File: src/rtl/aes_pkg.sv
// Shared AES types and constants for the inverse-cipher datapath blocks.
package aes_pkg;

    // One 128-bit AES state or round key.
    typedef logic [127:0] block_t;

    // AddRoundKey stage control states.
    typedef enum logic [1:0] {
        EMPTY = 2'd0,  // key store incomplete, no beats accepted
        READY = 2'd1,  // all keys present, waiting for the first beat of a block
        BUSY  = 2'd2   // inside a block, walking rounds downward
    } ark_state_t;

    // Round count for AES-128.
    localparam int AES_NR_128 = 10;

endpackage

File: src/rtl/aes_round_key_store.sv
// Round key register file: NR+1 slots of 128 bits with per-slot valid bits.
// One write port, one combinational read port, and an all-valid summary.
module aes_round_key_store
    import aes_pkg::*;
#(
    parameter int NR     = AES_NR_128,
    parameter int RIDX_W = 4
) (
    input  logic              clk,
    input  logic              n_rst,
    input  logic              clear_i,
    input  logic              wr_en_i,
    input  logic [RIDX_W-1:0] wr_idx_i,
    input  block_t            wr_data_i,
    input  logic [RIDX_W-1:0] rd_idx_i,
    output block_t            rd_data_o,
    output logic              all_valid_o
);

    // Key contents carry no reset; the valid bits alone say whether a slot is usable.
    block_t      keys_q [NR+1];
    logic [NR:0] valid_q;
    logic [NR:0] valid_d;

    // Next valid bits: clear wipes everything, a write marks its slot.
    always_comb begin
        valid_d = valid_q;
        if (clear_i) begin
            valid_d = '0;
        end else if (wr_en_i) begin
            valid_d[wr_idx_i] = 1'b1;
        end
    end

    // Valid bit register, lost on reset so the store must be reloaded.
    always_ff @(posedge clk or negedge n_rst) begin
        if (!n_rst) begin
            valid_q <= '0;
        end else begin
            valid_q <= valid_d;
        end
    end

    // Key data register; a clear in the same cycle suppresses the write.
    always_ff @(posedge clk) begin
        if (wr_en_i && !clear_i) begin
            keys_q[wr_idx_i] <= wr_data_i;
        end
    end

    // Reads see the stored value, so a same-cycle write is not forwarded.
    assign rd_data_o = keys_q[rd_idx_i];

    // Reflects the contents after the coming edge, letting the controller
    // leave EMPTY on the same edge the final key lands.
    assign all_valid_o = &valid_d;

endmodule

File: src/rtl/aes_inv_add_round_key.sv
// Inverse-cipher AddRoundKey stage. XORs each incoming state with the round
// key for the current round (NR down to 0) and tags the registered result
// with its round, an InvMixColumns enable and a last-beat marker.
module aes_inv_add_round_key
    import aes_pkg::*;
#(
    parameter int NR     = AES_NR_128,
    parameter int RIDX_W = 4    // 2**RIDX_W must exceed NR
) (
    input  logic              clk,
    input  logic              n_rst,
    input  logic              key_clear,
    input  logic              key_wr_en,
    input  logic [RIDX_W-1:0] key_wr_idx,
    input  logic [127:0]      key_wr_data,
    output logic              key_wr_ready,
    input  logic              in_valid,
    input  logic              in_first,
    output logic              in_ready,
    input  logic [127:0]      data_in,
    output logic              out_valid,
    input  logic              out_ready,
    output logic [127:0]      data_out,
    output logic [RIDX_W-1:0] round_out,
    output logic              mix_en,
    output logic              last_out,
    output logic              err
);

    localparam logic [RIDX_W-1:0] NR_IDX  = RIDX_W'(NR);
    localparam logic [RIDX_W-1:0] ONE_IDX = RIDX_W'(1);

    // InvMixColumns is bypassed on the outermost rounds (NR and 0).
    function automatic logic is_mix_round(input logic [RIDX_W-1:0] r);
        return (r != '0) && (r != NR_IDX);
    endfunction

    ark_state_t        state_q, state_d;
    logic [RIDX_W-1:0] cnt_q, cnt_d;
    logic              out_valid_q, out_valid_d;
    block_t            data_q, data_d;
    logic [RIDX_W-1:0] round_q, round_d;
    logic              mix_q, mix_d;
    logic              last_q, last_d;
    logic              err_q, err_d;

    logic              accept;
    logic              key_wr_ok;
    logic              all_valid;
    logic [RIDX_W-1:0] rd_idx;
    block_t            rd_key;

    assign key_wr_ready = (state_q != BUSY);
    assign in_ready     = (state_q != EMPTY) && (!out_valid_q || out_ready);
    assign accept       = in_valid && in_ready;

    // Out-of-range indices and writes during a block never reach the store.
    assign key_wr_ok = key_wr_en && key_wr_ready && (key_wr_idx <= NR_IDX) && !key_clear;

    // A first beat always uses the outermost key, regardless of the counter.
    assign rd_idx = in_first ? NR_IDX : cnt_q;

    aes_round_key_store #(
        .NR     (NR),
        .RIDX_W (RIDX_W)
    ) u_key_store (
        .clk         (clk),
        .n_rst       (n_rst),
        .clear_i     (key_clear),
        .wr_en_i     (key_wr_ok),
        .wr_idx_i    (key_wr_idx),
        .wr_data_i   (key_wr_data),
        .rd_idx_i    (rd_idx),
        .rd_data_o   (rd_key),
        .all_valid_o (all_valid)
    );

    // Next-state logic: FSM, round counter, error flag and output holding register.
    always_comb begin
        state_d     = state_q;
        cnt_d       = cnt_q;
        out_valid_d = out_valid_q;
        data_d      = data_q;
        round_d     = round_q;
        mix_d       = mix_q;
        last_d      = last_q;
        err_d       = err_q;

        // The held beat retires when downstream takes it.
        if (out_valid_q && out_ready) begin
            out_valid_d = 1'b0;
        end

        if (key_clear) begin
            // Overrides any beat or key write presented in the same cycle.
            state_d = EMPTY;
            cnt_d   = NR_IDX;
            err_d   = 1'b0;
        end else begin
            if (key_wr_en && ((state_q == BUSY) || (key_wr_idx > NR_IDX))) begin
                err_d = 1'b1;
            end

            // Every beat that produces output is loaded here; stalls keep it stable.
            if (accept && (in_first || (state_q == BUSY))) begin
                out_valid_d = 1'b1;
                data_d      = data_in ^ rd_key;
                round_d     = rd_idx;
                mix_d       = is_mix_round(rd_idx);
                last_d      = (rd_idx == '0);
            end

            case (state_q)
                EMPTY: begin
                    if (all_valid) begin
                        state_d = READY;
                    end
                end
                READY: begin
                    if (accept) begin
                        if (in_first) begin
                            state_d = BUSY;
                            cnt_d   = NR_IDX - ONE_IDX;
                        end else begin
                            // Mid-block beat with no block open: drop it and flag.
                            err_d = 1'b1;
                        end
                    end
                end
                BUSY: begin
                    if (accept) begin
                        if (in_first) begin
                            // Abandon the current block and restart from round NR.
                            err_d = 1'b1;
                            cnt_d = NR_IDX - ONE_IDX;
                        end else if (cnt_q == '0) begin
                            state_d = READY;
                            cnt_d   = NR_IDX;
                        end else begin
                            cnt_d = cnt_q - ONE_IDX;
                        end
                    end
                end
                default: begin
                    state_d = EMPTY;
                    cnt_d   = NR_IDX;
                end
            endcase
        end
    end

    // Control and output registers; reset clears everything including in-flight output.
    always_ff @(posedge clk or negedge n_rst) begin
        if (!n_rst) begin
            state_q     <= EMPTY;
            cnt_q       <= NR_IDX;
            out_valid_q <= 1'b0;
            data_q      <= '0;
            round_q     <= '0;
            mix_q       <= 1'b0;
            last_q      <= 1'b0;
            err_q       <= 1'b0;
        end else begin
            state_q     <= state_d;
            cnt_q       <= cnt_d;
            out_valid_q <= out_valid_d;
            data_q      <= data_d;
            round_q     <= round_d;
            mix_q       <= mix_d;
            last_q      <= last_d;
            err_q       <= err_d;
        end
    end

    assign out_valid = out_valid_q;
    assign data_out  = data_q;
    assign round_out = round_q;
    assign mix_en    = mix_q;
    assign last_out  = last_q;
    assign err       = err_q;

endmodule

File: config.mk
export PLATFORM = sky130hd
export DESIGN_NAME = aes_inv_add_round_key
export DESIGN_NICKNAME = d
export VERILOG_FILES = /design/src/rtl/aes_pkg.sv /design/src/rtl/aes_round_key_store.sv /design/src/rtl/aes_inv_add_round_key.sv
export SDC_FILE = /design/constraint.sdc
export NUM_CORES = 2
export LEC_CHECK = 0
export CORE_UTILIZATION = 50
export CTS_BUF_LIST = sky130_fd_sc_hd__clkbuf_4
export DETAILED_ROUTE_END_ITERATION = 10
export DONT_BUFFER_PORTS = 1
export PLACE_DENSITY = 0.77
export SETUP_SLACK_MARGIN = 0.4
export SLEW_MARGIN = 20
export SYNTH_ARGS = -nofsm -noshare
export SYNTH_HDL_FRONTEND = slang
export SYNTH_SLANG_ARGS = --single-unit
File: constraint.sdc
create_clock -name clk -period 23.1 [get_ports clk]
set_clock_uncertainty 0.05 [all_clocks]
set_input_delay 2.31 -clock clk [delete_from_list [all_inputs] [get_ports clk]]
set_output_delay 2.31 -clock clk [all_outputs]
set_load 0.05 [all_outputs]
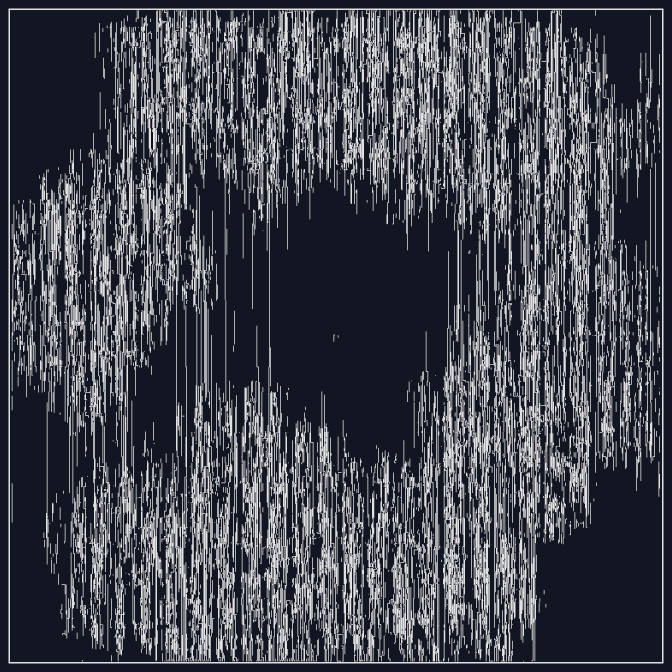
(images/m2.png)
main direction: vertical
nets with wire on the layer: 3615
share of all routed wire: 49%
longest straight run: 107 um
wire length on this layer: 75.4 mm
number of vias after detailed routing: 37642
M2 GR Usage: 0.407
Total Routed Length: 155000 um

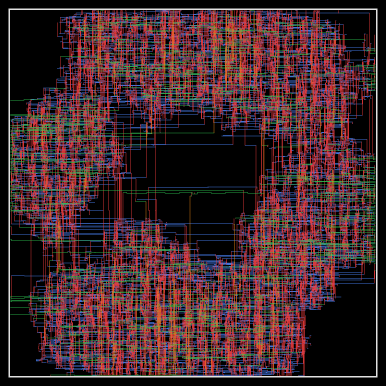
(images/layers.png)
[M1] blue | wire length: 58.5 mm
[M4] orange | wire length: 5000 um
[M3] green | wire length: 16200 um
[M2] red | wire length: 75.4 mm
Overall Global Routing Usage: 0.250
average wire per standard cell: 25.3 um

==> flow_summary.toml <==
# flow metrics
[global_route]
busiest_layer = "met2"
antenna_found_initial = 3
gr-usage-met1 = 0.316
globalRouteMet3Util = 0.0669
grt_overflow = 0
grt_max_degree = 154
first_global_vias = 37740

[route]
routed-wl-met2_um = 75400
vias_per_cell = 6.14
detail_route.first_pass.iterations = 6
met3WireLength_um = 16200
ant_nets = 0
route.detailed.drc = 0
routed.top_layer = "met4"
route.layer.met1.wl_um = 58500

[placement]
gp_congestion = 0.775
portBuffers = 0
placedInstanceArea_um2 = 62000
place_hpwl_um = 78600
preCtsSetupSlack_ps = 16450

[synthesis]
yosys-stat-cells = 4083
synth-async-reset-ratio = 0.0980
yosysSeqAreaShare = 0.759
ff_type = "sky130_fd_sc_hd__edfxtp_1"
count_of_flip_flops_with_a_built_in_enable_after_synthesis = 1408
yosysChipArea_um2 = 60800
cell_type_with_the_largest_total_area_after_synthesis = "sky130_fd_sc_hd__edfxtp_1"
syn_avg_cell_area_um2 = 14.9
yosys_warnings = 0
ys_ff = 1561
syn-instance-count = 4083
yosysTopAreaCellShare = 0.696
synth_cell_type_count = 62
synth.net_count = 4356

[cells_and_area]
seq_area_um2 = 46100
bufAreaShareNonClock = 0.00744
final_design_area_no_fill_um2 = 67000
biggestCellCategory = "flip-flops and latches"
filler_cell_count = 9162
final.clkbuf_count = 590
nMultiInputCombCells = 2205
combAreaFraction = 0.199
seq_cell_count = 1561
final-clk-cell-share = 0.0737
final_layout_size_suffix_gt1_frac = 0.159
antenna-diode-count = 3
seqAreaFraction = 0.689
combGateArea_um2 = 13400
finalNetCount = 4504
inverters_excl_clock = 9
area_growth_pct = 10.2

[setup_path]
timing.critical_path.cells = "nor2b_1 -> nor2_1"
worst_r2r_startpoint = "cnt_q[0]"
critPathArrivalTime_ps = 3220
cp-end-kind = "output pin"
cp_num_cells = 2
worstPathBufferInverterCount = 0
critPathLaunchType = "primary input"
max_stage_delay_ps = 810
timing.reg2reg.worst_path_depth = 9
critical_path.startpoint = "out_ready"
crit_family = "simple AND/OR/NAND/NOR gates"
setup.worst_path.end = "in_ready"
timing.rr.end = "data_out[85]"
crit_path_slowest_cell = "sky130_fd_sc_hd__nor2_1"
cp_max_fo = 5
required_ps = 20740
r2r_setup_slack_ps = 17880
crit_type = "in2out"

[final_timing]
fin_hold_ws_ps = 461
timing.slew.headroom = 0.141
fin_crit_ps = 5580
tightest_slew_ps = 1270
setup_tns_ps = 0
unrepaired_setup_endpoints_after_global_routing = "no"
setup_ws_ps = 17520
max_clock_freq_mhz = 179
setup_violations_final = 0
timing_max_transition_violations_final = 0
finalHoldViolations = 0
fin_crit_sh = 0.241

[die]
floorplan.tapcells = 1612
chipWidth_um = 351
floorplan.rows = 127
die_height_um = 351
fp.dieArea_um2 = 123000
fp_util = 0.505
boundaryPins = 405
coreArea_um2 = 120000

[power]
switching_share = 0.318
comb_cell_power_w = 0.000849
power_frac_seq = 0.545
power_clock_w = 0.00229
vdd.ir_drop.worst_mv = 0.0989
switching_power_w = 0.00219
combinationalPowerShare = 0.123
seq-power_w = 0.00376
power_leader = "registers"
p_int_w = 0.00470
power.clock.fraction = 0.332
powerDensity_nw_per_um2 = 103

[run]
max_cap_viols = 0
stage_log_warnings = 43

[clocking]
cts.hold.buffers_added = 0
cts_tree = "done"
cts_root_buf = "sky130_fd_sc_hd__clkbuf_4"
post_cts_resize_count = 0
postCtsSetupRepairBufs = 0
h-tree-depth = 5
cts_sinks = 1561
cts_buf_count = 391
clkLatencyLatePin_ps = 1310

[run_status]
status = "finished clean"

[min_path]
hp-class = "reg2reg"
timing.hold.worst_path_depth = 2
timing.hold.worst_endpoint = "u_key_store.valid_q[2]"
hp-start = "u_key_store.valid_q[2]"
-- cells by family (layout without fill, tap and decap cells) --
logic type	Yosys count	in the layout	synth area share
flip-flops	1561	1561	0.759
buffers and inverters	317	751	0.0232
AND/OR/NAND/NOR	990	990	0.0745
AND-OR/OR-AND	1062	1062	0.121
adder cells (fa/ha/maj)	6	6	0.00124
multiplexers	18	18	0.00313
XOR/XNOR	129	129	0.0186
other	0	3	0
-- synthesized netlist by cell type, drive strengths merged, types with 10 or more instances --
library cell	n
buf	133
a221oi	243
a31oi	253
nor2	160
clkbuf	175
a211oi	135
edfxtp	1408
xor2	127
nor3	12
nand2b	10
dfrtp	151
nor2b	13
o21ai	266
nand2	649
and3b	122
mux2i	10
o211ai	121
-- layout by cell type, fill, tap and decap left out, drive strengths merged, types with 12 or more instances in the layout --
cell type,n
clkbuf,590
xor2,127
nand2,649
o211ai,121
edfxtp,1408
o21ai,266
a221oi,243
nor2b,13
dfrtp,151
a211oi,135
buf,63
nor3,12
nor2,160
clkinv,82
a31oi,253
and3b,122
-- flip-flops by register name (all words and copies together), names as in the netlist --
name                 count
u_key_store.keys_q    1408
data_out               128
u_key_store.valid_q     11
cnt_q                    4
round_out                4
state_q                  2
err                      1
last_out                 1
mix_en                   1
out_valid                1
-- worst min-delay path, cell delays in order (launching register included) --
cell and delay, ps:
sky130_fd_sc_hd__dfrtp_1 350, sky130_fd_sc_hd__nor2_1 50, sky130_fd_sc_hd__nor2_1 70
-- metrics by stage --
step	utilization	power, W	instances
6_report	0.557	0.00689	6132
5_1_grt	0.557	0.00717	6132
4_1_cts	0.557	0.00694	6129
3_5_place_dp	0.516	0.00466	5450
3_3_place_gp	0.516	0.00463	5450
2_1_floorplan	-	0.00438	4083
Power and IR drop assume default switching activity.
